**src/rtl/transconv_output_collector.sv**
```systemverilog
// Column accumulator for the transposed-convolution result stream; drains saturated column
// sums serially over valid/ready. Optional ReLU clamp on drained words: COLLECTOR_RELU_EN.
module transconv_output_collector #(
    parameter int unsigned DW       = 16,
    parameter int unsigned NUM_COLS = 16,
    parameter int unsigned COL_W    = 4,
    parameter int unsigned ACC_W    = 24
) (
    input  logic             clk,
    input  logic             rst,
    input  logic             clear,
    input  logic             partial_valid,
    input  logic [COL_W-1:0] col_id,
    input  logic [DW-1:0]    result_in,
    input  logic             flush,
    output logic             out_valid,
    input  logic             out_ready,
    output logic [DW-1:0]    out_data,
    output logic [COL_W-1:0] out_col,
    output logic             out_last,
    output logic             busy,
    output logic             sat_flag,
    output logic             drop_err
);

    typedef enum logic [0:0] {StAccum, StDrain} state_e;

    localparam logic [COL_W:0]   NumColsW = (COL_W + 1)'(NUM_COLS);
    localparam logic [COL_W-1:0] LastCol  = COL_W'(NUM_COLS - 1);

    localparam logic signed [ACC_W-1:0] AccMax = {{(ACC_W - DW + 1){1'b0}}, {(DW - 1){1'b1}}};
    localparam logic signed [ACC_W-1:0] AccMin = {{(ACC_W - DW + 1){1'b1}}, {(DW - 1){1'b0}}};
    localparam logic signed [DW-1:0]    OutMax = {1'b0, {(DW - 1){1'b1}}};
    localparam logic signed [DW-1:0]    OutMin = {1'b1, {(DW - 1){1'b0}}};

    state_e                  state_q, state_d;
    logic signed [ACC_W-1:0] acc_q [NUM_COLS];
    logic signed [ACC_W-1:0] acc_d [NUM_COLS];
    logic [COL_W-1:0]        drain_col_q, drain_col_d;
    logic                    sat_q, sat_d;
    logic                    drop_q, drop_d;

    logic                    handshake;
    logic                    last_col;
    logic                    col_ok;
    logic                    clipped;
    logic signed [ACC_W-1:0] partial_ext;
    logic signed [ACC_W-1:0] cur_acc;
    logic signed [DW-1:0]    sat_val;
    logic signed [DW-1:0]    drain_val;

    assign handshake   = (state_q == StDrain) && out_ready;
    assign last_col    = (drain_col_q == LastCol);
    assign col_ok      = ({1'b0, col_id} < NumColsW);
    assign partial_ext = {{(ACC_W - DW){result_in[DW-1]}}, result_in};
    assign cur_acc     = acc_q[drain_col_q];

    // Output saturation only; the accumulators themselves wrap at ACC_W.
    always_comb begin
        clipped = 1'b0;
        sat_val = cur_acc[DW-1:0];
        if (cur_acc > AccMax) begin
            sat_val = OutMax;
            clipped = 1'b1;
        end else if (cur_acc < AccMin) begin
            sat_val = OutMin;
            clipped = 1'b1;
        end
    end

`ifdef COLLECTOR_RELU_EN
    assign drain_val = sat_val[DW-1] ? '0 : sat_val;
`else
    assign drain_val = sat_val;
`endif

    always_ff @(posedge clk or posedge rst) begin
        if (rst) begin
            state_q     <= StAccum;
            drain_col_q <= '0;
            sat_q       <= 1'b0;
            drop_q      <= 1'b0;
            for (int i = 0; i < int'(NUM_COLS); i++) begin
                acc_q[i] <= '0;
            end
        end else begin
            state_q     <= state_d;
            drain_col_q <= drain_col_d;
            sat_q       <= sat_d;
            drop_q      <= drop_d;
            for (int i = 0; i < int'(NUM_COLS); i++) begin
                acc_q[i] <= acc_d[i];
            end
        end
    end

    always_comb begin
        state_d = state_q;
        unique case (state_q)
            StAccum: if (flush) state_d = StDrain;
            StDrain: if (handshake && last_col) state_d = StAccum;
            default: state_d = StAccum;
        endcase
    end

    always_comb begin
        out_valid = (state_q == StDrain);
        busy      = (state_q == StDrain);
        out_col   = drain_col_q;
        out_last  = out_valid && last_col;
        out_data  = out_valid ? drain_val : '0;
        sat_flag  = sat_q;
        drop_err  = drop_q;
    end

    always_comb begin
        drain_col_d = drain_col_q;
        sat_d       = sat_q;
        drop_d      = drop_q;
        for (int i = 0; i < int'(NUM_COLS); i++) begin
            acc_d[i] = acc_q[i];
        end
        if (state_q == StAccum) begin
            drain_col_d = '0;
            if (clear) begin
                sat_d  = 1'b0;
                drop_d = 1'b0;
            end
            if (partial_valid && !col_ok) begin
                drop_d = 1'b1;
            end
            // Clear first, then add, so a same-cycle partial survives the clear.
            for (int i = 0; i < int'(NUM_COLS); i++) begin
                if (clear) begin
                    acc_d[i] = '0;
                end
                if (partial_valid && col_ok && (col_id == COL_W'(i))) begin
                    acc_d[i] = acc_d[i] + partial_ext;
                end
            end
        end else begin
            if (partial_valid) begin
                drop_d = 1'b1;
            end
            if (handshake) begin
                if (clipped) begin
                    sat_d = 1'b1;
                end
                if (last_col) begin
                    drain_col_d = '0;
                    for (int i = 0; i < int'(NUM_COLS); i++) begin
                        acc_d[i] = '0;
                    end
                end else begin
                    drain_col_d = drain_col_q + 1'b1;
                end
            end
        end
    end

endmodule
```
**config.mk**
```make
export PLATFORM = sky130hd
export DESIGN_NAME = transconv_output_collector
export DESIGN_NICKNAME = d
export VERILOG_FILES = /design/src/rtl/transconv_output_collector.sv
export SDC_FILE = /design/constraint.sdc
export NUM_CORES = 2
export LEC_CHECK = 0
export CAP_MARGIN = 15
export CORE_MARGIN = 5
export CORE_UTILIZATION = 50
export DETAILED_ROUTE_END_ITERATION = 8
export GPL_TIMING_DRIVEN = 0
export PLACE_DENSITY = 0.75
export SLEW_MARGIN = 20
export SYNTH_ARGS = -nofsm -noshare
export SYNTH_HDL_FRONTEND = slang
export SYNTH_SLANG_ARGS = --single-unit
```
**constraint.sdc**
```tcl
create_clock -name clk -period 21.3 [get_ports clk]
set_clock_uncertainty 0.05 [all_clocks]
set_input_delay 3.195 -clock clk [delete_from_list [all_inputs] [get_ports clk]]
set_output_delay 3.195 -clock clk [all_outputs]
set_load 0.01 [all_outputs]
```
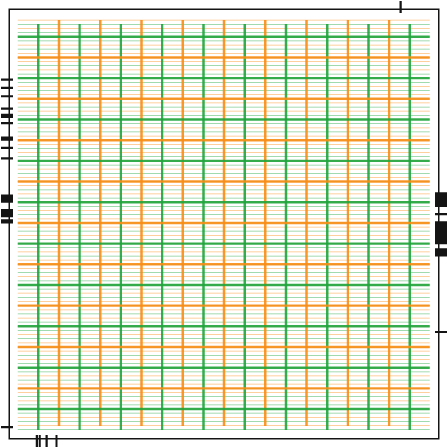
pdn.png
Pins as bars on the die edge.
[VSS] green
[VDD] orange
met5 straps: 19
rows: 99
met1 rails: 100
signal pins: 51
met4 straps: 19

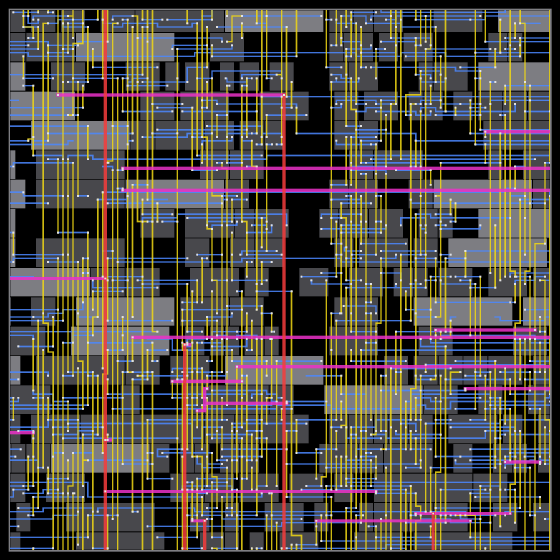
zoom.png
Window x 45 to 95, y 186 to 236 um. Cells in gray, sequential cells in the stronger gray; small squares are vias.
[met3] magenta
[met4] red
[met2] yellow
[met1] blue
sequential cells in the window: 17
netlist names of flops here include: acc_q (17)
most frequent: nor2b_1 (21), ha_1 (17), dfrtp_1 (17)
cells with their middle in the window: 187

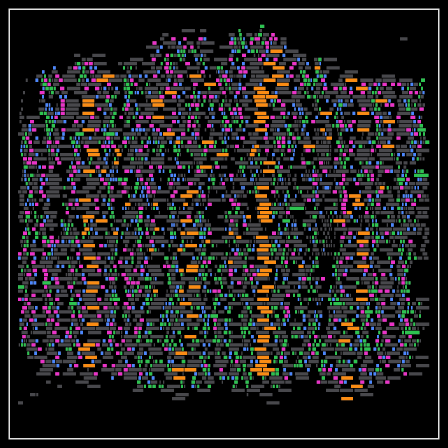
gate_families.png
[AND-OR and OR-AND gates] magenta | cells: 482
[multiplexers] orange | cells: 154
[inverting AOI/OAI gates] green | cells: 832 | where: all over the die
[NOR gates] blue | cells: 677
fraction of area in multi-input gates: 0.650
most numerous logic cell after layout: nor2b_1
Non-Filler Instances: 5108

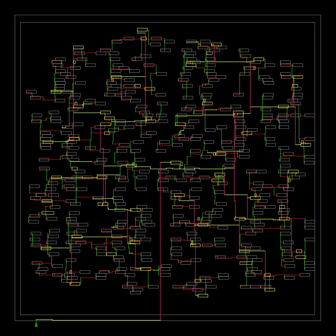
final_clocks.png
final-layout clock buffer total: 68
Worst-Skew Late Latency: 0.61 ns
clock sink total: 391
CTS buffer count: 47
flop count: 391

==> results_slide.txt <==
Synthesis and Place & Route Summary

Worst setup path
  – Crit path DAT: 5.99 ns
  – Critical path depth: 9
  – Crit-path most repeated cell: clkbuf_1
  – Reg2reg path depth: 9
  – Critical path class: flop to output pin
  – Worst Path Max Fanout: 10
  – Critical path endpoint: out_data[1]
  – Startpoint Class: flop
  – CP startpoint: out_col[1]$_DFFE_PP0P_
  – R2R setup slack: 16.63 ns
  – Crit. End Element: output pin
  – Slowest cell on the critical path: clkbuf_1
  – RR Endpoint: sat_flag$_DFFE_PP0P_
  – Crit path cell chain: clkbuf_1 -> buf_2 -> clkbuf_1 -> clkbuf_1 -> mux4_2 -> mux4_2 -> nand3_1 -> nand2_1 -> clkdlybuf4s50_1
  – R2r startpoint: out_col[1]$_DFFE_PP0P_
  – CP Buf/Inv Count: 5
  – CP top delay family: buffers and inverters
  – Critical Path Max Stage Delay: 0.91 ns

Cells and area
  – NonClk Buf Share: 0.0314
  – Max reg flops: 384
  – Fillers: 6480
  – Largest Register: acc_q
  – Clk cell area share: 0.0380
  – Most numerous logic cells after layout: nor2b_1 (402), dfrtp_1 (391), ha_1 (369)
  – FF/Latch Area: 9780 sq um
  – Utilization after layout: 0.551
  – Logic area: 26100 sq um
  – Area grow syn2layout: 9.05%
  – Number of diodes: 0
  – Sequential share of cell area: 0.244
  – Combinational gate count: 3384
  – Nets: 4532

Detailed routing
  – DR vias: 33357
  – Pre-antenna DRT Iters: 8
  – Wire per inst: 23.8 um
  – Top sig layer: met5
  – Drt initial violations: 2997
  – Met1 wire length: 48900 um
  – Final wirelength: 122000 um
  – ANT nets after route: 0

Pwr
  – Clk. pwr: 0.835 mW
  – Sw Ratio: 0.422
  – NetSw: 1.39 mW
  – Comb pwr: 1.50 mW
  – Seq. pwr: 0.955 mW
  – Static leakage: 18.6 nW
  – Combinational Power Share: 0.456
  – Pwr top: combinational cells

Logic synthesis
  – YS chip area: 36800 sq um
  – Dominant cell area share: 0.266
  – Ys flop type: dfrtp_1
  – Average cell area after synthesis: 9.17 sq um
  – Async set-reset flop share out of synthesis: 1.00
  – Area leader, netlist: dfrtp_1
  – Yosys adder share: 0.134
  – Register share after synthesis: 0.266
  – Syn. warnings: 0
  – Largest logic family: AND-OR/OR-AND gates
  – Syn Std Cell Area: 36800 sq um
  – Distinct cells, synth: 87
  – Synth top cell by count: nor2b_1
  – Mapped Cells: 4019
  – Count of library flops with an enable pin: 0
  – Post-synth top cells: nor2b_1 (402), dfrtp_1 (391), ha_1 (369), nand2_1 (288), o21ai_0 (286)
  – Compound Share, Synth: 0.248
  – Top cells by area: dfrtp_1 (27%), ha_1 (13%), mux4_2 (7.3%)
  – Mux share: 0.0827

STA
  – Tightest Pin Transition: 1.23 ns
  – Slew Viols, Final: 0
  – Fin Hold WS: 0.444 ns
  – Fin crit share: 0.433
  – Worst Setup Slack, final: 12.07 ns
  – Rel. slew slack: 0.180
  – Peak Freq: 0.108 GHz
  – Final TNS setup: 0 ns

Flow run
  – OpenROAD warning count: 26
  – MaxCap Viol Count: 0

Clock tree
  – Number of gates resized after cts: 0
  – H-tree depth: 2
  – Clock Path Buffers: 3
  – CTS root buf: clkbuf_16
  – CTS tree: yes
  – Post-CTS setup buffers: 0
  – Clock slew at reported path FFs: 0.06 ns

Die
  – Core ar.: 73000 sq um
  – Die ar.: 79200 sq um
  – Well-Tap Cells: 959
  – FP Rows: 99
  – Die Width: 281 um
  – Top Ports: 51

Placed design
  – DP HPWL: 95700 um
  – Placer congestion estimate: 0.990
  – Port-buffer cells: 47
  – Pre-CTS WS: 11.80 ns
  – DP Cell Count: 5031

Min path
  – Worst hold path startpoint: acc_q[318]$_DFFE_PP0P_
  – Endpoint of the worst hold path: acc_q[318]$_DFFE_PP0P_
  – Worst Hold Class: flop to flop
  – Worst hold stages: 2

Global routing
  – GRT busiest layer: met2
  – Global Route Usage Sum: 0.299
  – Pin count of the biggest net entering global routing: 100
  – Vias in the first global route: 32633
  – Met1 Track Usage GR: 0.374

Run status
  – Outcome: finished clean
Power is estimated from default activity; no workload was simulated.
